--- src/rtl/i2c_accel_target.sv ---
`timescale 1ns/1ps
// i2c_accel_target: I2C target at a 7-bit address that emulates the tilt
// sensor's register interface. SCL/SDA are oversampled on clk_i, bus events
// are decoded, and matching frames are ACKed. A register pointer selects the
// power-management register (read/write), the WHO_AM_I register (read-only)
// and the accelerometer registers. Accelerometer reads come from a snapshot
// that is taken at the address match of each read frame.
//
// state      | meaning
// S_IDLE     | bus free or not addressed; wait for START
// S_ADDR     | shift in address byte + R/W bit
// S_ADDR_ACK | drive ACK for the matched address
// S_PTR      | shift in register pointer byte
// S_PTR_ACK  | drive ACK for the pointer byte
// S_WDATA    | shift in a write data byte
// S_WDATA_ACK| drive ACK for a write data byte
// S_RDATA    | shift out read data, MSB first
// S_RDATA_ACK| sample the master's ACK/NACK
// S_WAIT_STOP| frame not for us or read ended; ignore until STOP/START
module i2c_accel_target #(
  parameter logic [6:0] SLAVE_ADDR = 7'h68,
  parameter logic [7:0] WHO_AM_I   = 8'h68,
  parameter logic [7:0] PWR_RESET  = 8'h40
) (
  input  logic        clk_i,
  input  logic        reset_i,
  input  logic        scl_i,
  input  logic        sda_i,
  output logic        sda_oe_o,
  input  logic [15:0] accel_x_i,
  input  logic [15:0] accel_y_i,
  input  logic [15:0] accel_z_i,
  output logic [7:0]  pwr_mgmt_o,
  output logic        reg_wr_o,
  output logic [7:0]  reg_addr_o,
  output logic [7:0]  reg_wdata_o,
  output logic        busy_o
);

  localparam logic [7:0] A_XH   = 8'h3B;
  localparam logic [7:0] A_XL   = 8'h3C;
  localparam logic [7:0] A_YH   = 8'h3D;
  localparam logic [7:0] A_YL   = 8'h3E;
  localparam logic [7:0] A_ZH   = 8'h3F;
  localparam logic [7:0] A_ZL   = 8'h40;
  localparam logic [7:0] A_PWR  = 8'h6B;
  localparam logic [7:0] A_WHO  = 8'h75;

  typedef enum logic [3:0] {
    S_IDLE,
    S_ADDR,
    S_ADDR_ACK,
    S_PTR,
    S_PTR_ACK,
    S_WDATA,
    S_WDATA_ACK,
    S_RDATA,
    S_RDATA_ACK,
    S_WAIT_STOP
  } state_t;

  // synchronizer and edge-history flops
  logic r_scl_s1, r_scl_s2, r_scl_d;
  logic r_sda_s1, r_sda_s2, r_sda_d;

  // FSM state and its companion registers
  state_t     r_state, w_state_nxt;
  logic [3:0] r_cnt, w_cnt_nxt;
  logic       r_oe, w_oe_nxt;

  // datapath registers
  logic [7:0]  r_shift;
  logic [7:0]  r_tx;
  logic [7:0]  r_ptr;
  logic [7:0]  r_pwr;
  logic        r_rw;
  logic [15:0] r_sh_x, r_sh_y, r_sh_z;
  logic        r_wr;
  logic [7:0]  r_waddr;
  logic [7:0]  r_wdata;

  // decoded events and datapath strobes
  logic       w_scl_rise, w_scl_fall, w_start, w_stop;
  logic       w_sda;
  logic [7:0] w_byte;
  logic [7:0] w_rd_data;
  logic       w_ld_rw, w_snap, w_ld_ptr, w_ptr_inc, w_do_wr, w_ld_tx, w_shift_tx;

  // Bring the asynchronous bus lines into clk_i and keep one sample of history.
  // Idle-high reset values avoid a spurious edge right after reset.
  always_ff @(posedge clk_i) begin
    if (reset_i) begin
      r_scl_s1 <= 1'b1;
      r_scl_s2 <= 1'b1;
      r_scl_d  <= 1'b1;
      r_sda_s1 <= 1'b1;
      r_sda_s2 <= 1'b1;
      r_sda_d  <= 1'b1;
    end else begin
      r_scl_s1 <= scl_i;
      r_scl_s2 <= r_scl_s1;
      r_scl_d  <= r_scl_s2;
      r_sda_s1 <= sda_i;
      r_sda_s2 <= r_sda_s1;
      r_sda_d  <= r_sda_s2;
    end
  end

  assign w_sda      = r_sda_s2;
  assign w_scl_rise = r_scl_s2 & ~r_scl_d;
  assign w_scl_fall = ~r_scl_s2 & r_scl_d;
  assign w_start    = r_scl_s2 & r_scl_d & r_sda_d & ~r_sda_s2;
  assign w_stop     = r_scl_s2 & r_scl_d & ~r_sda_d & r_sda_s2;
  assign w_byte     = {r_shift[6:0], w_sda};

  // Read mux: accelerometer bytes come from the per-frame snapshot.
  always_comb begin
    w_rd_data = 8'h00;
    case (r_ptr)
      A_XH:    w_rd_data = r_sh_x[15:8];
      A_XL:    w_rd_data = r_sh_x[7:0];
      A_YH:    w_rd_data = r_sh_y[15:8];
      A_YL:    w_rd_data = r_sh_y[7:0];
      A_ZH:    w_rd_data = r_sh_z[15:8];
      A_ZL:    w_rd_data = r_sh_z[7:0];
      A_PWR:   w_rd_data = r_pwr;
      A_WHO:   w_rd_data = WHO_AM_I;
      default: w_rd_data = 8'h00;
    endcase
  end

  // State register with bit counter and SDA drive.
  always_ff @(posedge clk_i) begin
    if (reset_i) begin
      r_state <= S_IDLE;
      r_cnt   <= 4'd0;
      r_oe    <= 1'b0;
    end else begin
      r_state <= w_state_nxt;
      r_cnt   <= w_cnt_nxt;
      r_oe    <= w_oe_nxt;
    end
  end

  // Next-state, bit counting, SDA drive and datapath strobes.
  // In the *_ACK states r_cnt marks whether the ACK is already being driven
  // (ADDR/PTR/WDATA) or whether the master ACKed (RDATA).
  always_comb begin
    w_state_nxt = r_state;
    w_cnt_nxt   = r_cnt;
    w_oe_nxt    = r_oe;
    w_ld_rw     = 1'b0;
    w_snap      = 1'b0;
    w_ld_ptr    = 1'b0;
    w_ptr_inc   = 1'b0;
    w_do_wr     = 1'b0;
    w_ld_tx     = 1'b0;
    w_shift_tx  = 1'b0;
    if (w_start) begin
      w_state_nxt = S_ADDR;
      w_cnt_nxt   = 4'd0;
      w_oe_nxt    = 1'b0;
    end else if (w_stop) begin
      w_state_nxt = S_IDLE;
      w_cnt_nxt   = 4'd0;
      w_oe_nxt    = 1'b0;
    end else begin
      case (r_state)
        S_ADDR: begin
          if (w_scl_rise) begin
            w_cnt_nxt = r_cnt + 4'd1;
            if (r_cnt == 4'd7) begin
              w_cnt_nxt = 4'd0;
              if (w_byte[7:1] == SLAVE_ADDR) begin
                w_state_nxt = S_ADDR_ACK;
                w_ld_rw     = 1'b1;
                w_snap      = w_byte[0];
              end else begin
                w_state_nxt = S_WAIT_STOP;
              end
            end
          end
        end
        S_ADDR_ACK: begin
          if (w_scl_fall) begin
            if (r_cnt == 4'd0) begin
              w_oe_nxt  = 1'b1;
              w_cnt_nxt = 4'd1;
            end else begin
              w_cnt_nxt = 4'd0;
              if (r_rw) begin
                w_state_nxt = S_RDATA;
                w_ld_tx     = 1'b1;
                w_oe_nxt    = ~w_rd_data[7];
              end else begin
                w_state_nxt = S_PTR;
                w_oe_nxt    = 1'b0;
              end
            end
          end
        end
        S_PTR: begin
          if (w_scl_rise) begin
            w_cnt_nxt = r_cnt + 4'd1;
            if (r_cnt == 4'd7) begin
              w_cnt_nxt   = 4'd0;
              w_ld_ptr    = 1'b1;
              w_state_nxt = S_PTR_ACK;
            end
          end
        end
        S_WDATA: begin
          if (w_scl_rise) begin
            w_cnt_nxt = r_cnt + 4'd1;
            if (r_cnt == 4'd7) begin
              w_cnt_nxt   = 4'd0;
              w_do_wr     = 1'b1;
              w_ptr_inc   = 1'b1;
              w_state_nxt = S_WDATA_ACK;
            end
          end
        end
        S_PTR_ACK, S_WDATA_ACK: begin
          if (w_scl_fall) begin
            if (r_cnt == 4'd0) begin
              w_oe_nxt  = 1'b1;
              w_cnt_nxt = 4'd1;
            end else begin
              w_cnt_nxt   = 4'd0;
              w_oe_nxt    = 1'b0;
              w_state_nxt = S_WDATA;
            end
          end
        end
        S_RDATA: begin
          if (w_scl_rise) begin
            w_cnt_nxt = r_cnt + 4'd1;
          end else if (w_scl_fall) begin
            if (r_cnt == 4'd8) begin
              w_oe_nxt    = 1'b0;
              w_cnt_nxt   = 4'd0;
              w_state_nxt = S_RDATA_ACK;
            end else begin
              w_oe_nxt   = ~r_tx[6];
              w_shift_tx = 1'b1;
            end
          end
        end
        S_RDATA_ACK: begin
          if (w_scl_rise) begin
            w_ptr_inc = 1'b1;
            if (!w_sda) begin
              w_cnt_nxt = 4'd1;
            end else begin
              w_state_nxt = S_WAIT_STOP;
            end
          end else if (w_scl_fall && r_cnt == 4'd1) begin
            w_cnt_nxt   = 4'd0;
            w_state_nxt = S_RDATA;
            w_ld_tx     = 1'b1;
            w_oe_nxt    = ~w_rd_data[7];
          end
        end
        default: begin
          w_state_nxt = r_state;
        end
      endcase
    end
  end

  // Datapath: receive shifter, pointer, register file, snapshot, write strobe.
  always_ff @(posedge clk_i) begin
    if (reset_i) begin
      r_shift <= 8'h00;
      r_tx    <= 8'h00;
      r_ptr   <= 8'h00;
      r_pwr   <= PWR_RESET;
      r_rw    <= 1'b0;
      r_sh_x  <= 16'h0000;
      r_sh_y  <= 16'h0000;
      r_sh_z  <= 16'h0000;
      r_wr    <= 1'b0;
      r_waddr <= 8'h00;
      r_wdata <= 8'h00;
    end else begin
      r_wr <= 1'b0;
      if (w_scl_rise) r_shift <= w_byte;
      if (w_ld_rw) r_rw <= w_byte[0];
      if (w_snap) begin
        r_sh_x <= accel_x_i;
        r_sh_y <= accel_y_i;
        r_sh_z <= accel_z_i;
      end
      if (w_ld_ptr) r_ptr <= w_byte;
      else if (w_ptr_inc) r_ptr <= r_ptr + 8'd1;
      if (w_do_wr) begin
        r_wr    <= 1'b1;
        r_waddr <= r_ptr;
        r_wdata <= w_byte;
        if (r_ptr == A_PWR) r_pwr <= w_byte;
      end
      if (w_ld_tx) r_tx <= w_rd_data;
      else if (w_shift_tx) r_tx <= {r_tx[6:0], 1'b0};
    end
  end

  assign sda_oe_o    = r_oe;
  assign pwr_mgmt_o  = r_pwr;
  assign reg_wr_o    = r_wr;
  assign reg_addr_o  = r_waddr;
  assign reg_wdata_o = r_wdata;
  assign busy_o      = (r_state != S_IDLE) && (r_state != S_WAIT_STOP);

endmodule
--- config.mk ---
export PLATFORM = sky130hd
export DESIGN_NAME = i2c_accel_target
export DESIGN_NICKNAME = d
export VERILOG_FILES = /design/src/rtl/i2c_accel_target.sv
export SDC_FILE = /design/constraint.sdc
export NUM_CORES = 1
export LEC_CHECK = 0
export ABC_CLOCK_PERIOD_IN_PS = 2550
export CAP_MARGIN = 20
export CORE_ASPECT_RATIO = 2
export CORE_MARGIN = 5
export CORE_UTILIZATION = 30
export CTS_BUF_LIST = sky130_fd_sc_hd__clkbuf_2 sky130_fd_sc_hd__clkbuf_4 sky130_fd_sc_hd__clkbuf_8
export CTS_CLUSTER_SIZE = 25
export DETAILED_ROUTE_END_ITERATION = 10
export PLACE_DENSITY = 0.48
export SLEW_MARGIN = 20
export SYNTH_ARGS = -nofsm -noshare
export SYNTH_HDL_FRONTEND = slang
export SYNTH_SLANG_ARGS = --single-unit
--- constraint.sdc ---
create_clock -name clk_i -period 2.55 [get_ports clk_i]
set_input_delay 0.51 -clock clk_i [delete_from_list [all_inputs] [get_ports clk_i]]
set_output_delay 0.51 -clock clk_i [all_outputs]
set_load 0.01 [all_outputs]
Figure 1. Cell sizes after repair (run 1).
Bar = 20 um.
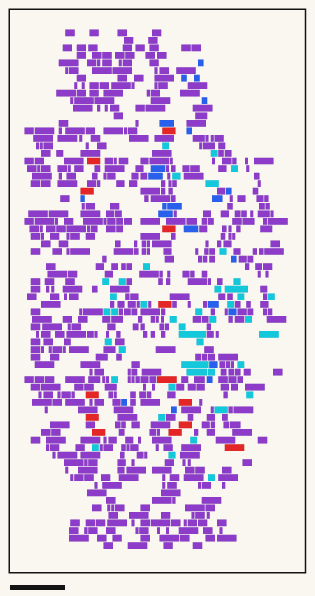
legend:
  x3 and x4:
    colour: cyan
    cells: 42
    share: 6.2%
    most_used: buf_4
  x2:
    colour: blue
    cells: 22
    share: 3.2%
    most_used: or2_2
  x6 and larger:
    colour: red
    cells: 13
    share: 1.9%
    most_used: clkbuf_8
  x1 and smaller:
    colour: purple
    cells: 604
    share: 89%
    most_used: dfxtp_1
final setup margin: 0.1135 ns
post-route cell area: 6860 um^2

Figure 2. Clock network drawn from the DEF (run 1).
Bar = 20 um.
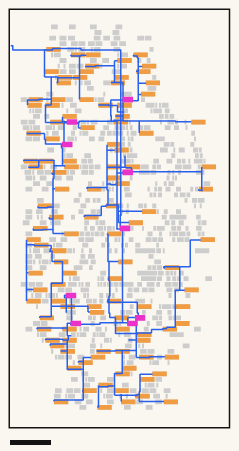
legend:
  flip-flops:
    colour: orange
    count: 111
  clock wires:
    colour: blue
    length: 1520 um
  clock-net drivers:
    colour: magenta
    count: 9
routed clock nets: 10
P_clk: 1.03 mW
clk_lat worst skew: 0.38 ns
clock skew: 0.01745 ns
Clk network pwr share: 28.3%

==> flow_summary.yaml, run 1 <==
# generated from flow reports
synthesis:
  edf_count: 0
  yosys_warnings: 0
  flop_cell: "dfxtp_1"
  ys_sh_mux_pct: 14.40
  synthTopCellsByArea: "dfxtp_1 (40%), mux2i_1 (14%), nor2_1 (6.2%)"
  synthSimpleGateAreaFrac_pct: 19.86
  synth_cell_types: 79
  top_cells_by_count: "dfxtp_1 (111), nor2_1 (92), mux2i_1 (79), clkbuf_1 (27), nand2_1 (20)"
  synth_stat.cells: 601
  synth_chip_area_um2: 5570
  top_cell_area_share_pct: 39.89
  synth.cellmix.compoundShare_pct: 17.79
  top_area_cell: "dfxtp_1"
  xor_area_share_pct: 0.9434
  avgSynthCellArea_um2: 9.268
  async_flop_share_pct: 0
  yosysMostFrequentCell: "dfxtp_1"
  syn_nets: 663
  ys_seq_share_pct: 39.89
  synth_cells: 601
  ys_sh_adder_pct: 2.246
  synth_area_um2: 5570
  netlist_logic_family_top: "simple AND/OR/NAND/NOR gates"
  ys_ff: 111
cells_and_area:
  lay_top_count: "dfxtp_1"
  area_delta_synth_final_pct: 23.16
  n_fill_cell: 1872
  reg_top3: "r_sh_x x16, r_sh_y x16, r_sh_z x16"
  stdcell_count: 897
  final_layout_top_logic_cells: "dfxtp_1 (111), nor2_1 (92), mux2i_1 (79)"
  drive_above_1_share_pct: 11.31
  layout.nets: 738
  combGateArea_um2: 3080
  antenna_cells: 0
  seq_area_um2: 2222
grt:
  grt_max_degree: 95
  grt_pass1_vias: 4997
  grt_pass1_wl_um: 27320
  grt_use_total_pct: 16.24
  gr-total-overflow: 0
  antenna_found_initial: 0
floorplanning:
  pin_count: 79
  dieWidth_um: 106.4
  core_um2: 18310
  initCoreUtil_pct: 30.43
  die_area_um2: 21560
  die_h_um: 202.7
  num_rows: 70
drt:
  vias_per_cell: 5.323
  wl_per_cell_um: 19.28
  antenna_left: 0
  drt_first_pass_iters: 5
  drc: 0
  vias: 4775
  drtIter0Drc: 282
  wirelength_um: 17300
critical_path:
  reg2reg_to: "r_tx[3]"
  ff2ff_setup_slack_ns: 0.17
  r2r-start: "r_cnt[0]"
  path_max_fanout: 14
  cp.arrival_ns: 1.93
  critical_path_class: "reg -> out"
  r2r_cells: 7
  startpoint: "r_state[1]"
  worstSetupEndpoint: "busy_o"
  startpoint_type: "flop"
  cp.required_ns: 2.04
  critPathCaptureType: "output port"
clocking:
  clockBufferDepth: 2
  cts_root_buf: "clkbuf_8"
  h-tree-depth: 3
  cts.clk_slew.worst_paths_ns: 0.11
  ctsHoldBuffers: 0
  cts_tree: "built"
  cts_sinks: 111
timing:
  maxSlewViolCount: 0
  period_used_pct: 95.55
  setup_viol: 0
  rsz0062_at_grt: "no"
  timing.fmax_ghz: 0.4104
  finalSetupTns_ns: 0
  slew_headroom_pct: 56.41
  period_needed_ns: 2.436
  tightest_slew_ns: 0.6456
  hold_viol_final: 0
power:
  p_per_area_nw_per_um2: 529.8
  leakage_nw: 2.743
  total_power_mw: 3.635
  peakVddDrop_mv: 0.2451
placed_design:
  dp_cells: 881
  io_buffers: 78
  gp_congestion: 0.8843
  post-dp-hpwl_um: 13430
worst_hold_path:
  hold_class: "reg -> reg"
flow_run:
  drv_cap: 0
  tool_warnings: 33
run_status:
  status: "complete, no violations"
Figure 3. Clock routing (run 1).
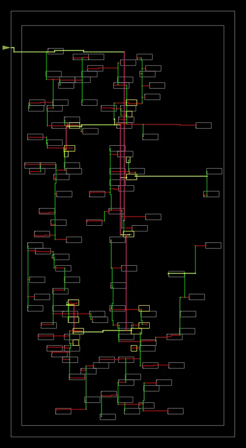
layout clock buffer count: 13
Num CTS Buffers: 9

-- run 1: critical path, stage by stage (launching register included) --
cell and delay, ns:
dfxtp_1 0.65, nor2_1 0.21, nand3_1 0.13, clkdlybuf4s50_1 0.55
-- run 1: layer usage --
metal | GRT usage (%) | routed length (um) | up-vias
li1 | - | - | 2349
met1 | 16.00 | 6146 | 2289
met2 | 32.06 | 9946 | 104
met3 | 2.164 | 461 | 33
met4 | 8.152 | 740 | 0
met5 | 0 | 0 | -
-- run 1: repair_timing --
item | CTS | global route
gates resized | 0 | 1
endpoints found under the setup margin | 0 | 5
setup buffers | 0 | 0
-- run 1: how the worst min path moves through the flow --
stage,depth (start not counted),slack [ns],start,end
CTS,2,0.42,reset_i,r_sh_z[7]
floorplan,1,0.39,r_scl_s1,r_scl_s2
detailed placement,1,0.40,r_sda_s1,r_sda_s2
finish,1,0.42,r_sda_s1,r_sda_s2
global route,2,0.43,reset_i,r_sh_z[4]
global placement,1,0.40,r_sda_s1,r_sda_s2
-- run 1: cell type report --
cell class	instances	share of cell area (%)
clock buffer	13	2.426
clock inverter	3	0.2553
multi-input combinational	428	44.90
timing repair buffer	110	15.21
sequential	111	32.39
inverter	16	0.8754
tap	216	3.939
-- run 1: power breakdown --
part           internal (mW)  switching [mW]  total [mW]
clock                  0.429           0.598        1.03
sequential              1.76          0.0795        1.84
combinational          0.355           0.409       0.765
-- run 1: stage by stage --
step	hold WS, ns	utilization, %	cell area (um^2)	setup slack [ns]
final	0.4193	37.48	6860	0.1135
after global routing	0.4314	37.48	6860	0.003211
after detailed placement	0.3993	36.45	6673	0.1178
after global placement	0.4037	36.45	6673	0.1458
after CTS	0.4229	37.46	6857	0.05702
after floorplan	0.3895	-	5570	0.3415
Figure 4. Layout detail (run 1).
Region (65, 36) to (95, 66) um. Cells in grey, sequential cells in the stronger grey; small squares are vias.
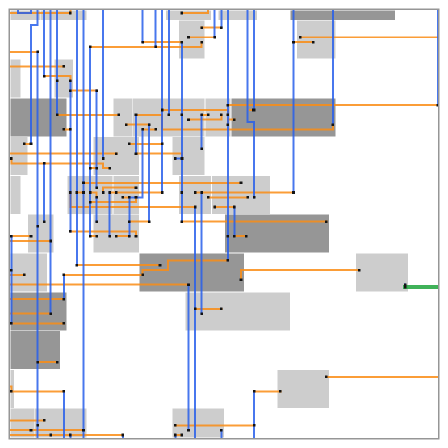

==> run 2: changes to the inputs <==
- CORE_UTILIZATION: 30 -> 47
- PLACE_DENSITY: 0.48 -> 0.67
Figure 5. Layout detail (run 2).
Region (50, 26) to (80, 56) um. Cells in grey, sequential cells in the stronger grey; small squares are vias.
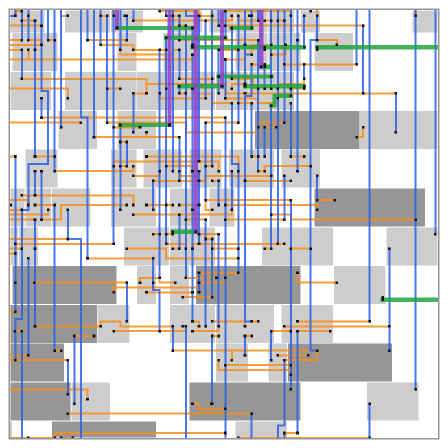
legend:
  M4:
    colour: purple
  M2:
    colour: blue
  M3:
    colour: green
  M1:
    colour: orange
netlist names of flops here include: r_shift (3), r_state (3)
sequential cells in the window: 9
cells with their middle in the window: 59
most frequent: dfxtp_1 (7), buf_4 (4)

==> run 2 against run 1 <==
  * Worst hold slack better by 0.0035 ns
  * Global-route usage up 6.3 points
  * Highest routed layer unchanged
  * Routed wire length down 8.4%
==> flow_summary.yaml, run 2 <==
# generated from flow reports
cells_and_area:
  design_area_um2: 6795
  drive_above_1_share_pct: 11.60
  area_delta_synth_final_pct: 21.99
  n_fill_cell: 1078
  combGateArea_um2: 3079
  final_layout_top_logic_cells: "dfxtp_1 (109), nor2_1 (91), mux2i_1 (79)"
  lay_top_count: "dfxtp_1"
  antenna_cells: 0
  reg_top3: "r_sh_x x16, r_sh_y x16, r_sh_z x16"
  seq_area_um2: 2225
  layout.nets: 738
synthesis:
  synth_cell_types: 79
  synthTopCellsByArea: "dfxtp_1 (40%), mux2i_1 (14%), nor2_1 (6.2%)"
  flop_cell: "dfxtp_1"
  synth_chip_area_um2: 5570
  async_flop_share_pct: 0
  top_area_cell: "dfxtp_1"
  synth_cells: 601
  yosys_warnings: 0
  ys_sh_mux_pct: 14.40
  xor_area_share_pct: 0.9434
  yosysMostFrequentCell: "dfxtp_1"
  synthSimpleGateAreaFrac_pct: 19.86
  synth.cellmix.compoundShare_pct: 17.79
  avgSynthCellArea_um2: 9.268
  ys_sh_adder_pct: 2.246
  ys_seq_share_pct: 39.89
  synth_area_um2: 5570
  top_cells_by_count: "dfxtp_1 (111), nor2_1 (92), mux2i_1 (79), clkbuf_1 (27), nand2_1 (20)"
  netlist_logic_family_top: "simple AND/OR/NAND/NOR gates"
  edf_count: 0
  syn_nets: 663
  synth_stat.cells: 601
  top_cell_area_share_pct: 39.89
  ys_ff: 111
grt:
  use_met2_pct: 42.04
  grtUsageMet3_pct: 3.012
  grt_pass1_wl_um: 24960
  grt_use_total_pct: 22.56
  grt.busiest_layer: "met2"
  grt_max_degree: 78
  gr-total-overflow: 0
  gr-usage-met1_pct: 22.98
  antenna_found_initial: 0
  grt_pass1_vias: 4828
flow_run:
  tool_warnings: 33
  drv_cap: 0
critical_path:
  r2r_cells: 7
  ff2ff_setup_slack_ns: 0.09
  path_max_fanout: 8
  critical_path_class: "reg -> reg"
  reg2reg_to: "r_tx[2]"
  cp.required_ns: 2.84
  r2r-start: "r_cnt[0]"
  critPathCaptureType: "flop"
  crit_family: "simple AND/OR/NAND/NOR gates"
  slowest_delay_ns: 0.63
  path_buffers: 1
  startpoint_type: "flop"
  cp_cell_sequence: "inv_1, ha_1, nor2b_1, a211o_1, or4b_1, and2_4, a221oi_2"
  crit_slowest_cell: "or4b_1"
  cp.arrival_ns: 2.75
clocking:
  insertion_delay_ns: 0.38
  cts.clk_slew.worst_paths_ns: 0.11
  cts_sinks: 111
  cts_buffers: 9
  ctsHoldBuffers: 0
  cts_root_buf: "clkbuf_8"
  h-tree-depth: 3
  clockBufferDepth: 2
  cts_setup_buffers: 0
  cts_tree: "built"
power:
  leakage_nw: 2.750
  peakVddDrop_mv: 0.3847
  p_per_area_nw_per_um2: 541.5
  total_power_mw: 3.680
timing:
  hold_viol_final: 0
  fin_worst_skew_ns: 0.02081
  setup_viol: 0
  timing.fmax_ghz: 0.4070
  finalSetupTns_ns: 0
  period_used_pct: 96.35
  slew_headroom_pct: 56.39
  rsz0062_at_grt: "no"
  tightest_slew_ns: 0.6459
  period_needed_ns: 2.457
  maxSlewViolCount: 0
placed_design:
  gp_congestion: 0.9258
  post-dp-hpwl_um: 12150
  place_area_um2: 6596
  io_buffers: 78
worst_hold_path:
  worstHoldStart: "r_sda_s1"
  hold_class: "reg -> reg"
  worst_hold_path.endpoint: "r_sda_s2"
  worstHoldPathCells: 1
floorplanning:
  core_um2: 11700
  die_area_um2: 14260
  dieWidth_um: 86.98
  die_h_um: 164.0
  initCoreUtil_pct: 47.60
  pin_count: 79
  num_rows: 56
drt:
  vias: 4850
  wirelength_um: 15830
  drc: 0
  vias_per_cell: 5.872
  drtIter0Drc: 231
  wl_per_cell_um: 19.17
  drt_first_pass_iters: 5
  antenna_left: 0
run_status:
  status: "complete, no violations"
run 2: cell families (layout without fill, tap and decap cells):
group,after synthesis,after routing
and+or+nand+nor,208,208
AOI/OAI and AO/OA,124,124
DFF,111,111
muxes,80,80
buffers and inverters,62,142
adders and majority gates,10,10
xor gates and xnor gates,6,6
run 2: what timing repair did:
item,CTS,global route
endpoints found under the setup margin,0,4
resized,0,3
endpoints found under the hold margin,0,0
run 2: stage by stage:
stage	utilization, %	cells	setup slack, ns	hold slack [ns]
final	58.07	826	0.09305	0.4227
after global routing	58.07	826	0.01764	0.4463
after CTS	58.03	826	0.04425	0.4257
after detailed placement	56.37	810	0.1389	0.3979
after global placement	56.37	810	0.1856	0.3958
after floorplan	-	601	0.3415	0.3895
run 2: area by class of cell:
class                      instances  area share, %
multi-input combinational        428          45.31
sequential                       111          32.74
clock inverter                     4         0.5156
inverter                          16         0.8838
timing repair buffer             110          15.54
tap                              145          2.670
clock buffer                      12          2.338
run 2: how the worst max path moves through the flow:
stage	start	endpoint	slack [ns]	cells after the start
4_1_cts	r_state[3]	busy_o	0.04	3
6_report	r_cnt[0]	r_tx[2]	0.09	7
3_5_place_dp	r_cnt[0]	r_tx[2]	0.14	7
2_1_floorplan	r_cnt[0]	r_tx[1]	0.34	8
3_3_place_gp	r_state[3]	r_tx[6]	0.19	5
5_1_grt	r_ptr[1]	r_tx[5]	0.02	7
run 2: power breakdown:
group / switching (mW) / internal, mW
Combinational: 0.396 / 0.371
Sequential: 0.0985 / 1.77
Clock: 0.612 / 0.434
run 2: metal layers:
metal | wire [um] | vias to the layer above | part of all wire, %
met5 | 0 | - | 0
met4 | 864 | 0 | 5.5
met3 | 548 | 50 | 3.5
met2 | 8824 | 142 | 56
met1 | 5596 | 2314 | 35
li1 | - | 2344 | -
Figure 6. Clock network drawn from the DEF (run 2).
Bar = 20 um.
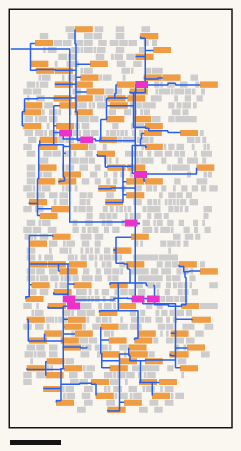

==> run 3: changes to the inputs <==
- ABC_CLOCK_PERIOD_IN_PS: 2550 -> 2400
- clock period: 2.55 -> 2.4 ns (I/O delays scaled with it)
Figure 7. Clock network drawn from the DEF (run 3).
Bar = 20 um.
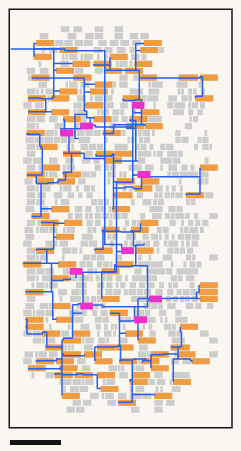
legend:
  clock-net drivers:
    colour: magenta
    count: 9
  clock wires:
    colour: blue
    length: 1340 um
  flip-flops:
    colour: orange
    count: 111
routed clock nets: 10
flops lie: all over the die
P_clk: 1.09 mW
Clk network pwr share: 28.2%
clock skew: 0.01508 ns

==> run 3 against run 2 <==
  * First-iteration DRC count up 26%
  * Synthesized area did not move
  * Cell count up 0.97%
  * Setup slack got worse by 0.040 ns
  * Core utilization increased by 0.37 points
  * Via count up 0.74%
  * Routed wire length down 0.73%
  * Critical path type unchanged
  * Highest routed layer unchanged
==> flow_summary.yaml, run 3 <==
# generated from flow reports
critical_path:
  cp.arrival_ns: 2.59
  critPathCaptureType: "flop"
  startpoint_type: "flop"
  reg2reg_to: "r_tx[5]"
  path_max_fanout: 6
  r2r_cells: 8
  r2r-start: "r_ptr[0]"
  critical_path_class: "reg -> reg"
  crit_slowest_cell: "o311ai_0"
  worstSetupEndpoint: "r_tx[5]"
  cp.required_ns: 2.64
  slowest_delay_ns: 0.51
  cp_cell_sequence: "inv_1, ha_1, nor4b_1, buf_4, and2_1, o2bb2ai_1, o311ai_0, a221oi_2"
cells_and_area:
  area_delta_synth_final_pct: 22.78
  sh_comb_area_pct: 45.08
  seq_area_um2: 2226
  layout.nets: 746
  combGateArea_um2: 3083
  final-clk-cell-share_pct: 2.708
  n_fill_cell: 1070
  inv_count: 16
  antenna_cells: 0
  final_layout_top_logic_cells: "dfxtp_1 (108), nor2_1 (91), mux2i_1 (79)"
  largestClassByArea: "multi-input combinational cells"
  clkbuf_count: 11
  reg_top3: "r_sh_x x16, r_sh_y x16, r_sh_z x16"
  buf_share_pct: 16.14
  logic_gates: 428
  drive_above_1_share_pct: 12.92
timing:
  setup_viol: 0
  tightest_slew_ns: 0.6335
  slew_headroom_pct: 57.23
  maxSlewViolCount: 0
  period_needed_ns: 2.347
  timing.fmax_ghz: 0.4261
  hold_viol_final: 0
  whs_ns: 0.4181
  period_used_pct: 97.79
synthesis:
  ys_ff: 111
  syn_nets: 663
  flop_cell: "dfxtp_1"
  avgSynthCellArea_um2: 9.268
  top_cells_by_count: "dfxtp_1 (111), nor2_1 (92), mux2i_1 (79), clkbuf_1 (27), nand2_1 (20)"
  synth_chip_area_um2: 5570
  synth_cells: 601
  synth_stat.cells: 601
  synthSimpleGateAreaFrac_pct: 19.86
  synth_area_um2: 5570
  yosysMostFrequentCell: "dfxtp_1"
  ys_sh_adder_pct: 2.246
  top_cell_area_share_pct: 39.89
  async_flop_share_pct: 0
  synth.cellmix.compoundShare_pct: 17.79
  ys_sh_mux_pct: 14.40
  xor_area_share_pct: 0.9434
  top_area_cell: "dfxtp_1"
  netlist_logic_family_top: "simple AND/OR/NAND/NOR gates"
  synthTopCellsByArea: "dfxtp_1 (40%), mux2i_1 (14%), nor2_1 (6.2%)"
  ys_seq_share_pct: 39.89
  yosys_warnings: 0
  synth_cell_types: 79
clocking:
  ctsHoldBuffers: 0
  cts_tree: "built"
  h-tree-depth: 3
  clockBufferDepth: 2
  cts.clk_slew.worst_paths_ns: 0.11
  cts_buffers: 9
  cts_sinks: 111
  insertion_delay_ns: 0.38
drt:
  vias_per_cell: 5.859
  wl_per_cell_um: 18.85
  wirelength_um: 15720
  vias: 4886
  antenna_left: 0
  drtIter0Drc: 291
  drc: 0
floorplanning:
  die_area_um2: 14260
  die_h_um: 164.0
  core_um2: 11700
  initCoreUtil_pct: 47.60
  num_rows: 56
  tap_cells: 145
  pin_count: 79
worst_hold_path:
  hold_class: "in -> reg"
placed_design:
  post-dp-hpwl_um: 11940
  place_area_um2: 6636
  io_buffers: 78
  gp_congestion: 0.9121
grt:
  gr-total-overflow: 0
  grt_use_total_pct: 22.35
  grt_pass1_wl_um: 24860
  grt_pass1_vias: 4904
  grt_max_degree: 89
  antenna_found_initial: 0
power:
  peakVddDrop_mv: 0.4904
  p_per_area_nw_per_um2: 565.0
run_status:
  status: "complete, no violations"
flow_run:
  tool_warnings: 34
  drv_cap: 0
-- run 3: worst min path at each step --
stage / from / endpoint / slack [ns] / depth (start not counted)
2_1_floorplan: r_scl_s1 / r_scl_s2 / 0.39 / 1
3_3_place_gp: r_sda_s1 / r_sda_s2 / 0.40 / 1
3_5_place_dp: r_sda_s1 / r_sda_s2 / 0.39 / 1
4_1_cts: reset_i / reg_addr_o[7] / 0.41 / 2
5_1_grt: reset_i / reg_wdata_o[0] / 0.41 / 2
6_report: reset_i / reg_wdata_o[0] / 0.42 / 2
-- run 3: through the flow --
step	power (mW)	std cells	util (%)	worst slack [ns]	setup TNS, ns
2_1_floorplan	2.506	601	-	0.1915	0
3_3_place_gp	2.799	817	56.72	0.1229	0
3_5_place_dp	2.792	817	56.72	0.02046	0
4_1_cts	3.867	833	58.33	0.04994	0
5_1_grt	4.028	834	58.45	-0.04088	-0.04502
6_report	3.864	834	58.45	0.05315	0
-- run 3: worst max-delay path: cells and delay by family (launching register included) --
family | cells | cell delay [ns]
buf+inv | 2 | 0.30
fa+ha+maj | 1 | 0.25
flops | 1 | 0.46
compound gates | 3 | 0.79
simple gates | 2 | 0.41
-- run 3: metal layers --
metal  global-route usage, %  wire length, um  up-vias
met5                       0                0        -
met4                   11.56              694        0
met3                   3.564              648       45
met2                   41.87             8665      155
met1                   23.03             5709     2328
li1                        -                -     2358
-- run 3: power by group --
group | total (mW) | internal [mW] | switching (mW)
Clock | 1.09 | 0.429 | 0.660
Sequential | 1.95 | 1.88 | 0.0734
Combinational | 0.824 | 0.382 | 0.442
-- run 3: what timing repair did --
action                     CTS  global route
resized                      2             4
setup buffers                0             1
pin swaps                    0             0
setup endpoints to repair    3            16
Power is estimated from default activity; no workload was simulated.
